==> config.mk <==
export PLATFORM = sky130hd
export DESIGN_NAME = cluster_unpacker
export DESIGN_NICKNAME = d
export VERILOG_FILES = /design/src/rtl/cluster_unpacker.sv
export SDC_FILE = /design/constraint.sdc
export NUM_CORES = 2
export LEC_CHECK = 0
export CELL_PAD_IN_SITES_DETAIL_PLACEMENT = 0
export CELL_PAD_IN_SITES_GLOBAL_PLACEMENT = 1
export CORE_MARGIN = 5
export CORE_UTILIZATION = 40
export DETAILED_ROUTE_END_ITERATION = 6
export GPL_ROUTABILITY_DRIVEN = 0
export PLACE_DENSITY_LB_ADDON = 0.1
export SYNTH_ARGS = -nofsm -noshare
export SYNTH_HDL_FRONTEND = slang
export SYNTH_SLANG_ARGS = --single-unit
==> constraint.sdc <==
create_clock -name clock -period 4.1 [get_ports clock]
set_input_delay 0.82 -clock clock [delete_from_list [all_inputs] [get_ports clock]]
set_output_delay 0.82 -clock clock [all_outputs]
set_load 0.1 [all_outputs]
==> src/rtl/cluster_unpacker.sv <==
// Rebuilds the per-frame vpf bitmap from a serial stream of cluster addresses.
// Optional CLUSTER_SIZE_EN adds cluster_size so each cluster covers adr..adr+size.
module cluster_unpacker #(
    parameter int MXVPF      = 768,
    parameter int MXADRB     = 10,
    parameter int MXCLUSTERS = 8,
    parameter int MXCNTB     = 4
) (
    input  logic              clock,
    input  logic              reset_n,
    input  logic              latch_pulse,
    input  logic              cluster_vld,
    input  logic [MXADRB-1:0] cluster_adr,
`ifdef CLUSTER_SIZE_EN
    input  logic [2:0]        cluster_size,
`endif
    output logic [MXVPF-1:0]  vpfs_out,
    output logic              vpfs_valid,
    output logic [MXCNTB-1:0] cluster_count,
    output logic              overflow,
    output logic              adr_err
);

    localparam logic [MXADRB+1:0] VPF_LIM = (MXADRB+2)'(MXVPF);
    localparam logic [MXCNTB-1:0] CNT_MAX = MXCNTB'(MXCLUSTERS);

    logic [MXVPF-1:0]  acc;
    logic [MXVPF-1:0]  acc_base;
    logic [MXVPF-1:0]  acc_nxt;
    logic [MXVPF-1:0]  mask;
    logic [MXCNTB-1:0] cnt;
    logic [MXCNTB-1:0] cnt_base;
    logic [MXCNTB-1:0] cnt_nxt;
    logic              ovf_s;
    logic              ovf_nxt;
    logic              err_s;
    logic              err_nxt;
    logic [MXADRB+1:0] lo;
    logic [MXADRB+1:0] hi;
    logic              in_range;

    // Span mask; two guard bits keep adr+size from wrapping.
    always_comb begin
        lo = {2'b00, cluster_adr};
`ifdef CLUSTER_SIZE_EN
        hi = lo + {{(MXADRB-1){1'b0}}, cluster_size};
`else
        hi = lo;
`endif
        in_range = (lo < VPF_LIM);
        mask     = '0;
        for (int i = 0; i < MXVPF; i++) begin
            mask[i] = ((MXADRB+2)'(i) >= lo) && ((MXADRB+2)'(i) <= hi);
        end
    end

    // A cluster arriving with latch_pulse lands in the freshly cleared frame.
    always_comb begin
        acc_base = latch_pulse ? '0 : acc;
        cnt_base = latch_pulse ? '0 : cnt;
        acc_nxt  = acc_base;
        cnt_nxt  = cnt_base;
        ovf_nxt  = latch_pulse ? 1'b0 : ovf_s;
        err_nxt  = latch_pulse ? 1'b0 : err_s;
        if (cluster_vld) begin
            if (!in_range) begin
                err_nxt = 1'b1;
            end else if (cnt_base == CNT_MAX) begin
                ovf_nxt = 1'b1;
            end else begin
                acc_nxt = acc_base | mask;
                cnt_nxt = cnt_base + 1'b1;
            end
        end
    end

    always_ff @(posedge clock or negedge reset_n) begin
        if (!reset_n) begin
            acc   <= '0;
            cnt   <= '0;
            ovf_s <= 1'b0;
            err_s <= 1'b0;
        end else begin
            acc   <= acc_nxt;
            cnt   <= cnt_nxt;
            ovf_s <= ovf_nxt;
            err_s <= err_nxt;
        end
    end

    always_ff @(posedge clock or negedge reset_n) begin
        if (!reset_n) begin
            vpfs_out      <= '0;
            vpfs_valid    <= 1'b0;
            cluster_count <= '0;
            overflow      <= 1'b0;
            adr_err       <= 1'b0;
        end else begin
            vpfs_valid <= latch_pulse;
            if (latch_pulse) begin
                vpfs_out      <= acc;
                cluster_count <= cnt;
                overflow      <= ovf_s;
                adr_err       <= err_s;
            end
        end
    end

endmodule
**I/O pins on the die edge**

The bar under the picture is 100 um long. Pins as bars across the die edge, other pins in grey.
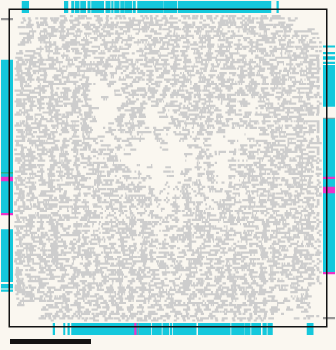
Key: overflow = green [pins 1, direction output, edge left]; cluster_adr = magenta [pins 10, direction input, edge 6 right, 3 left, 1 bottom]; vpfs_out = cyan [pins 768, direction output, edge 213 top, 198 bottom, 180 left, 177 right]
All pins by edge: 213 top, 201 bottom, 190 left, 185 right.
die x size: 392 um
y dimension of the die: 392 um

**Signal metal coverage by tile**

39 x 39 tiles, from white (low) to dark blue (high), scaled to the fullest tile. Values are wire area over tile area, all layers added.
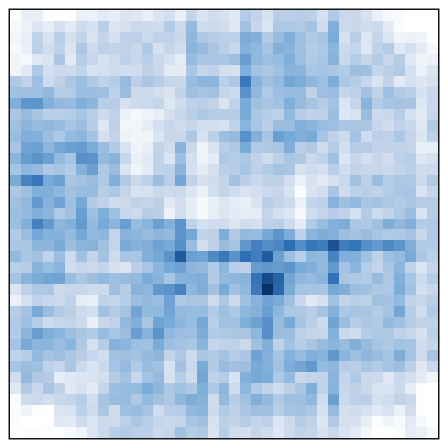
The fullest tile reaches 0.69. The mean over all tiles is 0.22. 7.5% of the tiles are over half the peak. 2.0% of the tiles are nearly empty.
vias after detailed routing: 38500
aggregate routed wire length: 206 mm

==> notes.md <==
Synthesis and PnR results.

- The flow ran to the end, and the final reports show no timing, DRC or antenna violations.
- Setup repair after global routing left no endpoint under its margin.
- The effective utilization at floorplan is 0.402.
- After clock tree synthesis, the clock-pin slew on the worst setup and hold paths is 60 ps.
- The static leakage power reads 33.5 nW.
- The synthesis stat section lists a flop and latch total of 1549.
- The number of buffers and inverters on the critical path reads 1.
- The number of sinks on the clock net is 1549.
- The largest cell class by area reads registers.
- Sequential power for this build is 15.3 mW.
- The final core utilization reads 0.512.
- The number of cells traversed by the worst register-to-register path reads 7.
- In the final layout, flip-flops and latches occupy 0.0388 mm2.
- The most common logic cell in the routed design reads sky130_fd_sc_hd__dfrtp_1.
- Per the post-synthesis report, the nets total 4525.
- The transition time at the pin with the least slew margin reads 1310 ps.
- The critical path is of the reg -> out type.
- All stages included, the depth of the critical timing path comes to 1.
- By instance count, the leading cell after synthesis is sky130_fd_sc_hd__dfrtp_1.
- The wire length on met1 reads 85.8 mm.
- The tally of yosys warning messages is 0.
- The final layout report lists a clock buffer count of 267.
- Per the Yosys statistics, synthesis produced 4509 cells.
- The power of the clock network reads 15.2 mW.
- The type of the most critical hold path reads in -> reg.
- After synthesis the cells add up to 0.0585 mm2.
- The number of I/O port buffers is 788.
- Across all stage logs, warnings added up to 60.
- The worst setup path is captured at an output pin.
- The report lists the power per cell area as 428 mW/mm2.
- The detailed router reports a met3 wire length of 17.2 mm.
- The worst hold slack across all endpoints is 392 ps.
- The net switching power is 7.29 mW.
- met2 is the most crowded layer.
- The number of buffers outside the clock class in the layout is 928.
- The relative area of clock buffers and inverters in the final design is 0.0741.
- The internal portion of total power reads 24.6 mW.
- The flow measured a signed area growth from synthesis to layout of 27.4%.
- The standard-cell row count reads 140.
- After clock tree synthesis, the repair step resized 0 gates.
- The share of total power in combinational logic is 0.044.
- The final tally of hold violations is 0.
- The start of the worst register-to-register path is cnt[1].
- The design has 1549 sequential cells.
- The post-route cell area is 0.0745 mm2.
- The first-pass iteration count of the detailed router is 5.
- Recorded from the global router log, the overflow total was 0.
- The number of hold buffers added after CTS was 1.
- The setup slack after placement is 503 ps.
- In the global route stage, met3 resource usage came out at 0.0925.
- The share of synthesized area in the top cell type comes to 0.662.
- The largest clock skew in the final design is 24.0 ps.
- Along the worst path, the maximum fanout reaches 2.
- The share of cells above drive strength 1 reads 0.231.
- The number of nets in the finished design reads 5318.
- The sum of internal, switching and leakage power reads 31.9 mW.
- The part of the cycle the worst path needs is 0.802.
- The number of pins with negative max-slew slack in the final report reads 0.
- The setup TNS after final layout is 0 ps.
- The library cells used most frequently in the layout, excluding fill and tap cells, are sky130_fd_sc_hd__dfrtp_1 (1549), sky130_fd_sc_hd__mux2_2 (774), sky130_fd_sc_hd__inv_1 (767).
- Ranked by total cell area, the synthesized netlist is headed by sky130_fd_sc_hd__dfrtp_1 (66%), sky130_fd_sc_hd__mux2_2 (15%), sky130_fd_sc_hd__o22ai_1 (7.9%).
- The critical path ends at vpfs_out[404].
- The number of top-level pins reads 789.
- The number of non-clock inverters is 767.
- The detailed placement HPWL reads 141 mm.
- The filler cell count reads 12900.
- The synthesized design contains 0 enable-type register cells.
- The relative area of non-clock buffer cells in the final design is 0.123.
- The die covers 0.154 mm2.
- The total inserted antenna cells is 5.
- For reference, the top cells by count after synthesis are sky130_fd_sc_hd__dfrtp_1 (1549), sky130_fd_sc_hd__mux2_2 (774), sky130_fd_sc_hd__inv_1 (767).
- The group drawing the most power is sequential cells.
- The fraction of synthesis flops using an asynchronous set or reset pin is 1.00.
- The biggest cell delay along the critical path is 1200 ps.
- The number of vias per cell after detailed routing reads 5.24.
**Zoomed window**

The bar under the picture is 5 um long. Region (186, 265) to (206, 285) um. Cells in grey, sequential cells in the stronger grey; small squares are vias.
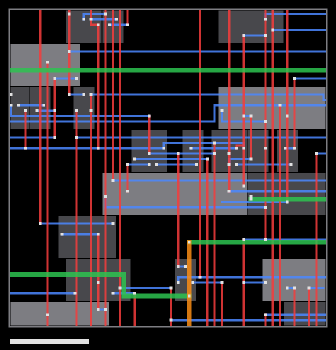
Key: metal 2 = red; metal 4 = orange; metal 3 = green; metal 1 = blue
Netlist names of flops here include acc (2), vpfs_out (1). Sequential cells in the window: 3. Most frequent: inv_1 (4), o22ai_1 (4). 19 logic cells have their middle in the window.

flip-flops by register name (all words and copies together) (netlist names):
signal,count
vpfs_out,768
cnt,4
overflow,1
adr_err,1
cluster_count,4
ovf_s,1
acc,768
vpfs_valid,1
err_s,1
kinds of logic after synthesis:
logic type	count (synthesis)	synth area share
buffers and inverters	1072	0.0707
muxes	775	0.149
AOI/OAI and AO/OA	775	0.0843
xor gates and xnor gates	1	0.000150
DFF	1549	0.662
adders and majority gates	2	0.000428
and+or+nand+nor	335	0.0329
how the worst min path moves through the flow:
stage	from	endpoint	slack, ps
6_report	latch_pulse	acc[496]	390
5_1_grt	latch_pulse	acc[752]	350
2_1_floorplan	acc[119]	acc[119]	450
4_1_cts	latch_pulse	acc[496]	320
3_5_place_dp	acc[63]	acc[63]	480
3_3_place_gp	acc[283]	acc[283]	480
Power is estimated from default activity; no workload was simulated.
